File: src/rtl/fetch_pkg.sv
// Shared types and constants for the dual-issue instruction fetch unit.
package fetch_pkg;

   localparam logic [31:0] FAULT_WORD = 32'hFFFFFFFF;
   localparam logic [31:0] NOP_WORD   = 32'h38000000;

   typedef enum logic [1:0] {BOOT, RUN, HALT} state_t;

   typedef struct packed {
      logic [31:0] pc;
      logic [31:0] instr;
   } entry_t;

endpackage

File: src/rtl/fetch_queue.sv
// 2-write / 2-read circular fetch queue; head and next entry are read combinationally.
module fetch_queue
   import fetch_pkg::*;
#(
   parameter int QDEPTH = 4,
   parameter int CW     = $clog2(QDEPTH) + 1
) (
   input  logic          clk,
   input  logic          rst,
   input  logic          flush,
   input  logic [1:0]    enq,
   input  entry_t        wdata0,
   input  entry_t        wdata1,
   input  logic [1:0]    take,
   output logic [CW-1:0] count,
   output logic          rvalid0,
   output logic          rvalid1,
   output entry_t        rdata0,
   output entry_t        rdata1
);

   localparam int PW = $clog2(QDEPTH);

   entry_t        mem [QDEPTH];
   logic [PW-1:0] wr_ptr;
   logic [PW-1:0] rd_ptr;
   logic [CW-1:0] take_eff;

   // Decode may ask for more than is queued; clamp silently.
   assign take_eff = (CW'(take) > count) ? count : CW'(take);

   always_ff @(posedge clk or posedge rst) begin
      if (rst) begin
         wr_ptr <= '0;
         rd_ptr <= '0;
         count  <= '0;
      end else if (flush) begin
         wr_ptr <= '0;
         rd_ptr <= '0;
         count  <= '0;
      end else begin
         wr_ptr <= wr_ptr + PW'(enq);
         rd_ptr <= rd_ptr + PW'(take_eff);
         count  <= count + CW'(enq) - take_eff;
      end
   end

   always_ff @(posedge clk) begin
      if (!flush && enq != 2'd0) mem[wr_ptr] <= wdata0;
      if (!flush && enq == 2'd2) mem[wr_ptr + PW'(1)] <= wdata1;
   end

   assign rvalid0 = (count >= CW'(1));
   assign rvalid1 = (count >= CW'(2));
   assign rdata0  = rvalid0 ? mem[rd_ptr] : '0;
   assign rdata1  = rvalid1 ? mem[rd_ptr + PW'(1)] : '0;

endmodule

File: src/rtl/instr_fetch_dual.sv
// Dual-issue fetch: PC register, BOOT/RUN/HALT control and two-word fetch into the queue.
module instr_fetch_dual
   import fetch_pkg::*;
#(
   parameter logic [31:0] RESET_PC = 32'h00400000,
   parameter int          QDEPTH   = 4
) (
   input  logic        clk,
   input  logic        rst,
   output logic        ReadMem_1,
   output logic        ReadMem_2,
   output logic [31:0] Dir_Instru_1,
   output logic [31:0] Dir_Instru_2,
   input  logic [31:0] Dato_Instru_1,
   input  logic [31:0] Dato_Instru_2,
   input  logic        redirect_valid,
   input  logic [31:0] redirect_pc,
   input  logic [1:0]  dec_take,
   output logic        inst0_valid,
   output logic [31:0] inst0,
   output logic [31:0] inst0_pc,
   output logic        inst1_valid,
   output logic [31:0] inst1,
   output logic [31:0] inst1_pc,
   output logic        fetch_fault
);

   localparam int CW = $clog2(QDEPTH) + 1;

   state_t        state;
   logic [31:0]   pc;
   logic [CW-1:0] count;
   logic          fetch_en;
   logic          fault1;
   logic          fault2;
   logic [1:0]    enq;
   logic [1:0]    take;
   entry_t        wdata0, wdata1, rdata0, rdata1;

   // Space check uses the registered count so fetch never depends on decode's take.
   assign fetch_en = (state == RUN) && !redirect_valid && (count <= CW'(QDEPTH - 2));
   assign fault1   = (Dato_Instru_1 == FAULT_WORD);
   assign fault2   = (Dato_Instru_2 == FAULT_WORD);

   assign ReadMem_1    = ~fetch_en;
   assign ReadMem_2    = ~fetch_en;
   assign Dir_Instru_1 = pc;
   assign Dir_Instru_2 = pc + 32'd4;
   assign fetch_fault  = (state == HALT);
   assign take         = redirect_valid ? 2'd0 : dec_take;

   always_comb begin
      enq = 2'd0;
      if (fetch_en) enq = fault1 ? 2'd0 : (fault2 ? 2'd1 : 2'd2);
   end

   assign wdata0 = '{pc: pc,          instr: Dato_Instru_1};
   assign wdata1 = '{pc: pc + 32'd4,  instr: Dato_Instru_2};

   always_ff @(posedge clk or posedge rst) begin
      if (rst) begin
         state <= BOOT;
         pc    <= RESET_PC;
      end else if (redirect_valid) begin
         state <= RUN;
         pc    <= redirect_pc & ~32'd3;
      end else begin
         case (state)
            BOOT: state <= RUN;
            RUN: if (fetch_en) begin
               if (fault1) begin
                  state <= HALT;
               end else if (fault2) begin
                  state <= HALT;
                  pc    <= pc + 32'd4;
               end else begin
                  pc    <= pc + 32'd8;
               end
            end
            default: ;
         endcase
      end
   end

   fetch_queue #(.QDEPTH(QDEPTH), .CW(CW)) u_queue (
      .clk     (clk),
      .rst     (rst),
      .flush   (redirect_valid),
      .enq     (enq),
      .wdata0  (wdata0),
      .wdata1  (wdata1),
      .take    (take),
      .count   (count),
      .rvalid0 (inst0_valid),
      .rvalid1 (inst1_valid),
      .rdata0  (rdata0),
      .rdata1  (rdata1)
   );

   assign inst0    = rdata0.instr;
   assign inst0_pc = rdata0.pc;
   assign inst1    = rdata1.instr;
   assign inst1_pc = rdata1.pc;

endmodule

File: config.mk
export PLATFORM = sky130hd
export DESIGN_NAME = instr_fetch_dual
export DESIGN_NICKNAME = d
export VERILOG_FILES = /design/src/rtl/fetch_pkg.sv /design/src/rtl/fetch_queue.sv /design/src/rtl/instr_fetch_dual.sv
export SDC_FILE = /design/constraint.sdc
export NUM_CORES = 1
export LEC_CHECK = 0
export CAP_MARGIN = 20
export CORE_ASPECT_RATIO = 0.5
export CORE_MARGIN = 1
export CORE_UTILIZATION = 55
export DETAILED_ROUTE_END_ITERATION = 10
export GPL_TIMING_DRIVEN = 0
export PLACE_DENSITY = 0.83
export REMOVE_ABC_BUFFERS = 1
export SLEW_MARGIN = 20
export SYNTH_ARGS = -nofsm -noshare
export SYNTH_HDL_FRONTEND = slang
export SYNTH_HIERARCHICAL = 1
export SYNTH_SLANG_ARGS = --single-unit
File: constraint.sdc
create_clock -name clk -period 7.7 [get_ports clk]
set_input_delay 1.155 -clock clk [delete_from_list [all_inputs] [get_ports clk]]
set_output_delay 1.155 -clock clk [all_outputs]
set_load 0.005 [all_outputs]
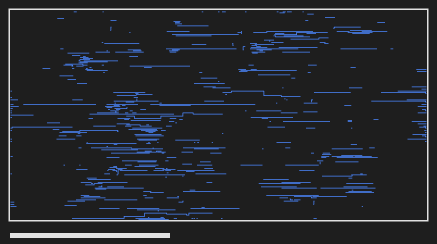
run_1/met3.png
Scale bar: 100 um.
The longest straight run is 65.3 um. The wires run mostly horizontal. The layer holds 6.9% of the routed length. 246 nets have wire on it.
total via count in the routed design: 12935
WL final: 53.3 mm
met3 usage: 4.38%

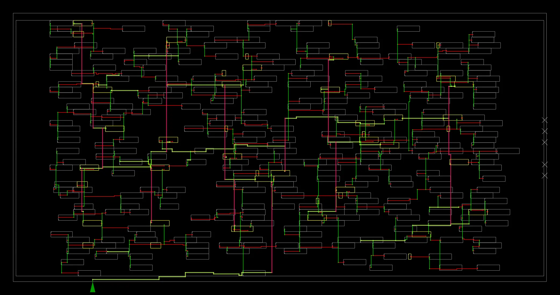
run_1/final_clocks.png
power dissipated in the clock network: 1.32 mW
insertion delay at the late pin of the worst-skew pair: 570 ps
number of buffers created by CTS: 28
number of sinks on the clock net: 295
setup skew after layout: 29.1 ps

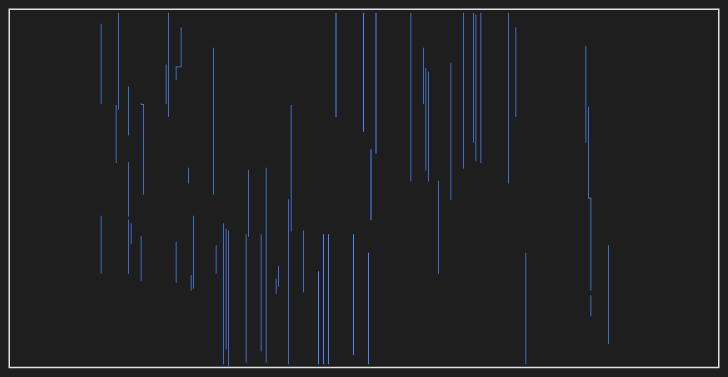
run_1/met4.png
47 nets have wire on it. The layer holds 3.8% of the routed length. The wires run mostly vertical.

[run 1: final cells by class]
cell class	count	area [sq um]
fillers	2077	9460
multi-input cells	862	9170
flip-flops and latches	295	8670
repair buffers	337	3540
clock buffers	42	815
well taps	432	541
inverters	16	60.1
clock inverters	6	25.0
diodes	3	7.51
[run 1: metal layers]
metal | share of wire, % | wire (um) | GRT usage, % | up-vias
li1 | - | - | - | 5439
met1 | 38 | 20400 | 39.8 | 6664
met2 | 51 | 27300 | 53.5 | 708
met3 | 6.9 | 3670 | 4.38 | 124
met4 | 3.7 | 2000 | 11.2 | 0
met5 | 0 | 0 | 0 | -
[run 1: logic make-up (layout without fill, tap and decap cells)]
logic type / count (synthesis) / after routing / synth area share [%]
multiplexers: 396 / 396 / 33.3
buffers and inverters: 107 / 401 / 3.98
AND/OR/NAND/NOR: 324 / 324 / 10.2
adder cells (fa/ha/maj): 11 / 11 / 0.788
other: 1 / 23 / 0.0204
AND-OR/OR-AND: 62 / 62 / 2.27
flip-flops: 295 / 295 / 47.1
XOR/XNOR: 49 / 49 / 2.33
[run 1: synth_stat cells, types with 23 or more instances]
master / n
mux2_2: 184
mux2_4: 65
nor2_1: 35
and2_1: 130
nand2_1: 41
dfrtp_1: 38
edfxtp_1: 256
nand4_1: 35
mux4_2: 128
xnor2_1: 26
clkbuf_1: 33
xor2_1: 23
[run 1: critical path: stages]
cell and delay (ps):
clkdlybuf4s50_1 570, nand4_1 180, nor4_2 850, a21o_1 450
nor2_1 260, inv_1 160, and3_1 170, nor2_1 50
nor3_2 540, buf_4 310, buf_6 150, buf_4 170
buf_4 190, buf_6 160
[run 1: stage by stage]
stage / util, % / TNS [ps]
detailed placement: 68.0 / 0
CTS: 70.6 / 0
finish: 70.7 / 0
global route: 70.7 / 0
floorplan: - / -19520
global placement: 65.8 / -1930890
==> flow_metrics.tcl, run 1 <==
# implementation run metrics
set metrics [dict create \
    first_global_vias 13477 \
    drv_slew 0 \
    dp_slack_ps 2010 \
    mostFrequentLayoutCells "clkdlybuf4s50_1 (290), edfxtp_1 (256), mux2_2 (184)" \
    post_cts.resized_instances 0 \
    openroad.warnings 28 \
    timing_worst_setup_path_type "in -> reg" \
    critPathCaptureType "flip-flop" \
    pwr.group.combinational_mw 2.81 \
    power_internal_mw 4.32 \
    part_of_the_yosys_area_used_for_sequential_elements_pct 47.1 \
    yosysWarnings 6 \
    cts_tree "yes" \
    dp_hpwl_mm 37.3 \
    largest_area_cell "edfxtp_1" \
    chipArea_sq_um 34300 \
    min_period_over_period_pct 66.8 \
    area_growth_syn_to_layout_pct 24.0 \
    static-leakage-power_nw 7.79 \
    ys_top_cells_by_area "edfxtp_1 (42%), mux4_2 (16%), mux2_2 (11%)" \
    summed_area_of_non_filler_cells_in_the_final_layout_sq_um 22800 \
    power_per_cell_area_nw_per_um2 276 \
    grt_antenna_before_repair 3 \
    rsz_0062_raised_after_global_routing "no" \
    die_x_um 261 \
    global_route.usage.total_pct 31.0 \
    finalHoldWorstSlack_ps 562 \
    holdCritStartpoint "state[1]$_DFFE_PP0P_" \
    drc_errors 5 \
    postSynthCellCount 1245 \
    synth_chip_area_sq_um 18400 \
    failing_checks "DRC" \
    maximum_number_of_buffers_from_clock_root_to_sink 3 \
    status "finished with violations" \
    yosysUniqueCellTypes 71 \
]
==> run 1 -> run 2 <==
clock period = 4.8 ns   (was 7.7 ns; I/O delays follow)
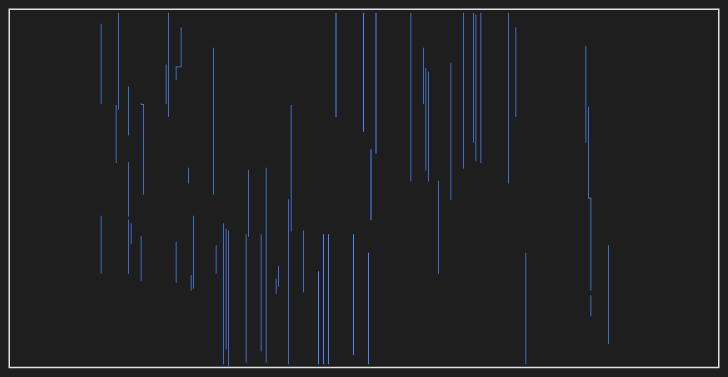
run_2/met4.png
The layer carries 2000 um of wire. 47 nets have wire on it. The longest straight run is 71.4 um. The wires run mostly vertical.

==> run 2 against run 1 <==
  * The run still ends with DRC left
  * Count of clock-buffer cells in the layout is the same
  * Wire length did not move
  * Critical path depth is the same
  * Hold slack got worse by 87 ps
  * First-iteration DRC count unchanged
  * Critical endpoint unchanged
  * Non-clock buffer count did not move
  * Clock skew did not move
  * Die size is the same
  * Highest routed layer unchanged
  * Power increased by 60%
  * Area after synthesis unchanged
  * Clock power increased by 61%
  * Register-to-register slack lost 2900 ps
==> flow_metrics.tcl, run 2 <==
# implementation run metrics
set metrics [dict create \
    xor_share_pct 2.33 \
    cp_slowest_cell "nor4_2" \
    fin_worst_skew_ps 29.1 \
    floorplan.tapcells 432 \
    mostFrequentLayoutCells "clkdlybuf4s50_1 (290), edfxtp_1 (256), mux2_2 (184)" \
    failing_checks "DRC" \
    startpoint_type "primary input" \
    post-cts-setup-buffers 0 \
    drc_errors 5 \
    summed_area_of_non_filler_cells_in_the_final_layout_sq_um 22800 \
    num_vias 12935 \
    non_clock_inverter_count 16 \
    layout.comb_gates.multi_input 862 \
    synth_compound_gate_area_share_pct 2.27 \
    grt_antenna_before_repair 3 \
    worstPathCellList "clkdlybuf4s50_1 -> nand4_1 -> nor4_2 -> a21o_1 -> nor2_1 -> inv_1 -> and3_1 -> nor2_1 -> nor3_2 -> buf_4 -> buf_6 -> buf_4 -> buf_4 -> buf_6" \
    largest_register_ffs 256 \
    cts_inserted_buffers 28 \
    timing_worst_setup_path_type "in -> reg" \
    flop-count 295 \
    dp_hpwl_mm 37.3 \
    min_period_over_period_pct 98.1 \
    layout.area.seq_sq_um 8670 \
    post_synth_most_frequent_cells "edfxtp_1 (256), mux2_2 (184), and2_1 (130), mux4_2 (128), mux2_4 (65)" \
    layout.clock_buffers 42 \
    synth_adder_area_share_pct 0.788 \
    drt-pass1-iter-count 9 \
    diodes 3 \
    status "finished with violations" \
    postSynthCellCount 1245 \
    yosysWarnings 6 \
    placement_rows 46 \
    bufAreaShareNonClock_pct 15.5 \
    chipArea_sq_um 34300 \
    worst-path-buf-inv 7 \
    simple_gate_area_share_pct 10.2 \
    ys_top_cells_by_area "edfxtp_1 (42%), mux4_2 (16%), mux2_2 (11%)" \
    crit_path_max_incr_delay_ps 850 \
    drv_slew 0 \
    finalSetupViolations 0 \
    dominant_cells "combinational gates" \
    combGateArea_sq_um 9170 \
    synth_chip_area_sq_um 18400 \
    cts_tree "yes" \
    first_global_vias 13477 \
    post_cts.resized_instances 0 \
    critical_path.most_common_cell "buf_4" \
    die_x_um 261 \
    comb_share_pct 40.2 \
    synth_flops 295 \
    top_cell_area_share_pct 41.8 \
    cts.htree.levels 1 \
    logic_family_by_area "multiplexers" \
    static-leakage-power_nw 7.79 \
    yosysUniqueCellTypes 71 \
    rsz_0062_raised_after_global_routing "no" \
    critPathCaptureType "flip-flop" \
    mux_area_share_pct 33.3 \
    worstSkewPairLatency_ps 570 \
    clk_share_pct 3.68 \
    fillCellCount 2077 \
    crit_arrival_ps 4960 \
    part_of_the_yosys_area_used_for_sequential_elements_pct 47.1 \
    nonclk_buf_count 337 \
    cp_top_family "simple AND/OR/NAND/NOR gates" \
    largest_area_cell "edfxtp_1" \
    seq_area_share_pct 38.0 \
    power_per_cell_area_nw_per_um2 443 \
    area_growth_syn_to_layout_pct 24.0 \
    clock_sink_count 295 \
    top_level_ports 298 \
    maximum_number_of_buffers_from_clock_root_to_sink 3 \
    openroad.warnings 28 \
    most_common_cell "edfxtp_1" \
    cp_num_cells 14 \
    wirelength_mm 53.3 \
    global_route.usage.total_pct 31.0 \
]
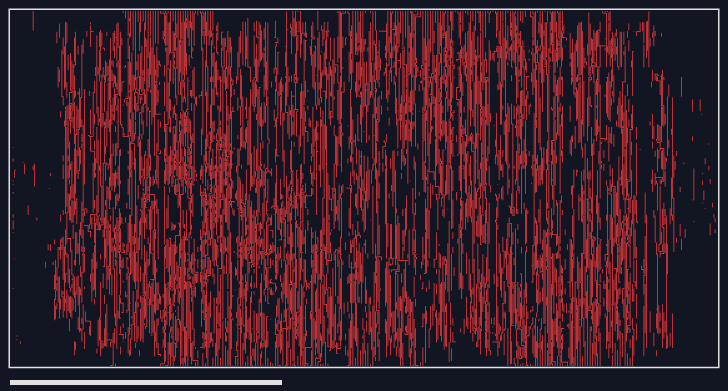
run_2/met2.png
Scale bar: 100 um.
1530 nets have wire on it. The longest straight run is 63.4 um. The layer holds 51% of the routed length.
met2 layer usage reported by global route: 53.5%

==> run 2: cell counts in the layout (fill, tap and decap cells not counted) <==
Identical to the previous run, type by type.
==> run 2: routing by layer <==
layer / vias up / wire length, um / GRT usage [%] / share of wire [%]
met4: 0 / 2000 / 11.2 / 3.7
met1: 6664 / 20400 / 39.8 / 38
met3: 124 / 3670 / 4.38 / 6.9
met2: 708 / 27300 / 53.5 / 51
li1: 5439 / - / - / -
met5: - / 0 / 0 / 0
==> run 2: where the power goes <==
part / switching, mW / total [mW] / internal, mW / leakage [nW]
Sequential: 0.336 / 3.48 / 3.14 / 2.80
Clock: 0.961 / 2.12 / 1.16 / 0.411
Combinational: 1.89 / 4.51 / 2.62 / 4.57
Total: 3.18 / 10.1 / 6.92 / 7.79
==> run 2: worst paths after layout <==
kind	startpoint	end	slack [ps]
worst max register to register	u_queue/count[1]$_DFF_PP0_	u_queue/mem[0][2]$_DFFE_PP_	670
worst min register to register	state[1]$_DFFE_PP0P_	state[1]$_DFFE_PP0P_	560
max in group asynchronous	rst	Dir_Instru_1[28]$_DFFE_PP0P_	3660
worst min-delay path	rst	u_queue/rd_ptr[1]$_DFF_PP0_	470
min in group clk	state[1]$_DFFE_PP0P_	state[1]$_DFFE_PP0P_	560
worst max-delay path	Dato_Instru_1[17]	u_queue/mem[2][18]$_DFFE_PP_	90
==> run 2: per-stage QoR <==
stage	utilization, %	hold WS [ps]	setup TNS [ps]	setup WS [ps]	total power [mW]
final	70.7	475	0	92.4	10.1
after CTS	70.6	457	0	62.8	10.1
after detailed placement	68.0	541	-68070	-458	8.00
after floorplan	-	481	-842900	-2620	5.85
after global placement	65.8	502	-3328120	-9800	8.51
after global routing	70.7	483	0	60.4	10.5
==> run 2 -> run 3 <==
CTS_BUF_LIST = sky130_fd_sc_hd__clkbuf_16   (was default)
SETUP_SLACK_MARGIN = 0.5   (was default)
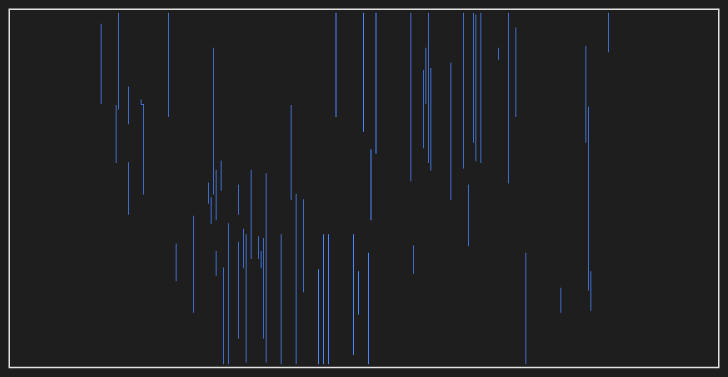
run_3/met4.png
The layer carries 2050 um of wire. 50 nets have wire on it.
WL final: 53.5 mm

==> run 3 against run 2 <==
  * The run still ends with DRC left
  * Wire length grew 0.24%
  * Die size is the same
  * Hold slack lost 12 ps
  * Via count is the same
  * Non-clock buffer count grew 5
  * Sequential share of layout area shrank 0.12 points
  * Critical path type unchanged
==> flow_metrics.tcl, run 3 <==
# implementation run metrics
set metrics [dict create \
    dp_hpwl_mm 37.3 \
    summed_area_of_non_filler_cells_in_the_final_layout_sq_um 22900 \
    chipArea_sq_um 34300 \
    cp_top_family "simple AND/OR/NAND/NOR gates" \
    critPathCaptureType "flip-flop" \
    mux_area_share_pct 33.3 \
    postSynthCellCount 1245 \
    synth_chip_area_sq_um 18400 \
    power_per_cell_area_nw_per_um2 438 \
    finalHoldWorstSlack_ps 463 \
    area_growth_syn_to_layout_pct 24.5 \
    cts_tree "yes" \
    worstSkewPairLatency_ps 570 \
    fin_util_pct 71.0 \
    synth_adder_area_share_pct 0.788 \
    finalWorstSetupSlack_ps 534 \
    met2_layer_usage_reported_by_global_route_pct 53.4 \
    timing.critical_path.to "u_queue/mem[2][8]$_DFFE_PP_" \
    regToRegStartpoint "u_queue/count[1]$_DFF_PP0_" \
    xor_share_pct 2.33 \
    openroad.warnings 29 \
    synth_compound_gate_area_share_pct 2.27 \
    timing_worst_setup_path_type "in -> reg" \
    failing_checks "DRC" \
    largest_register_ffs 256 \
    status "finished with violations" \
    yosysUniqueCellTypes 71 \
    grt_antenna_before_repair 5 \
    top_cell_area_share_pct 41.8 \
    critical_path_start "Dato_Instru_1[21]" \
    global_route.usage.total_pct 31.0 \
    maximum_number_of_buffers_from_clock_root_to_sink 3 \
    rsz_0062_raised_after_global_routing "yes" \
    largest_area_cell "edfxtp_1" \
    fillCellCount 2078 \
    cts.htree.levels 1 \
    drc_errors 5 \
    r2r_setup_slack_ps 980 \
    fin_worst_skew_ps 30.8 \
    first_global_vias 13468 \
    finalSetupViolations 0 \
    most_common_cell "edfxtp_1" \
    part_of_the_yosys_area_used_for_sequential_elements_pct 47.1 \
    drv_slew 0 \
    met3_usage_pct 4.42 \
    critical_path.most_common_cell "buf_12" \
    ys_top_cells_by_area "edfxtp_1 (42%), mux4_2 (16%), mux2_2 (11%)" \
    synth_flops 295 \
    num_vias 12935 \
]
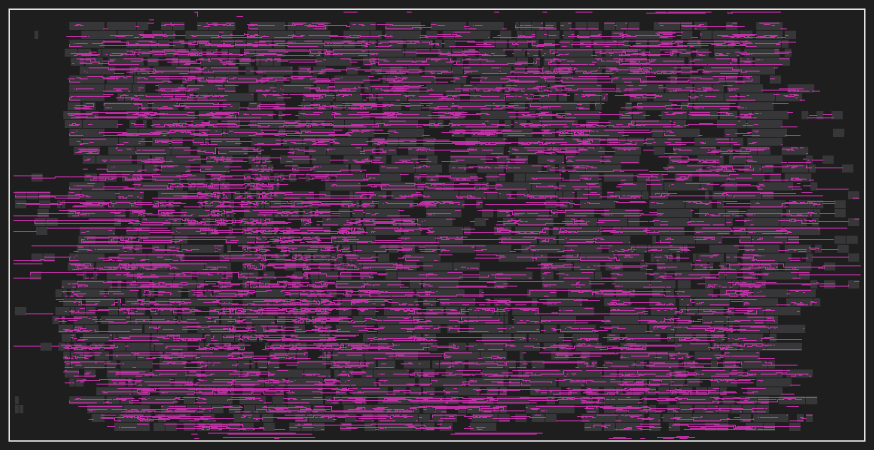
run_3/met1.png
Cells faint in the background.
The wires run mostly horizontal. The layer holds 38% of the routed length. The longest straight run is 69.5 um.
grt met1 use: 40.0%

## run 3: netlist changes by cell type in the layout (fill, tap and decap cells not counted), sizes merged
cell | previous run | this run
clkinv | 6 | 10
and3 | 7 | 8
buf | 47 | 52
diode | 3 | 5
clkbuf | 42 | 29
inv | 16 | 25
## run 3: worst min-delay path by stage
stage | endpoint | slack, ps | cells after the start
after floorplan | state[1]$_DFFE_PP0P_ | 480 | 2
after global placement | state[1]$_DFFE_PP0P_ | 500 | 2
after detailed placement | state[1]$_DFFE_PP0P_ | 540 | 2
after CTS | u_queue/rd_ptr[1]$_DFF_PP0_ | 450 | 2
after global routing | u_queue/wr_ptr[0]$_DFF_PP0_ | 480 | 2
final | u_queue/rd_ptr[0]$_DFF_PP0_ | 460 | 2
## run 3: power by group
group / switching, mW / total, mW / internal [mW]
clock: 0.963 / 2.04 / 1.08
sequential: 0.341 / 3.48 / 3.14
combinational: 1.88 / 4.51 / 2.63
## run 3: logic make-up after synthesis
family / count (synthesis)
multiplexers: 396
AND/OR/NAND/NOR: 324
flip-flops: 295
buffers and inverters: 107
AND-OR/OR-AND: 62
XOR/XNOR: 49
adder cells (fa/ha/maj): 11
other: 1
## run 3: per-layer routing
metal	wire (um)	up-vias	share of wire, %
met3	3630	134	6.8
li1	-	5445	-
met5	0	-	0
met2	27400	637	51
met1	20400	6719	38
met4	2050	0	3.8
## run 3: repair_timing
action,4_1_cts,5_1_grt
endpoints found under the setup margin,281,194
pin swaps,2,2
hold buffers,0,0
setup buffers,2,3
resized,8,8
cloned,0,1
## run 3: final cells by class
class | instances | area share [%]
antenna | 5 | 0.0546
clock buffer | 29 | 3.17
clock inverter | 19 | 0.322
inverter | 16 | 0.262
multi-input combinational | 863 | 40.4
sequential | 295 | 37.9
tap | 432 | 2.36
timing repair buffer | 342 | 15.6
Power figures rest on the tool's default switching activity, not on a simulated workload.
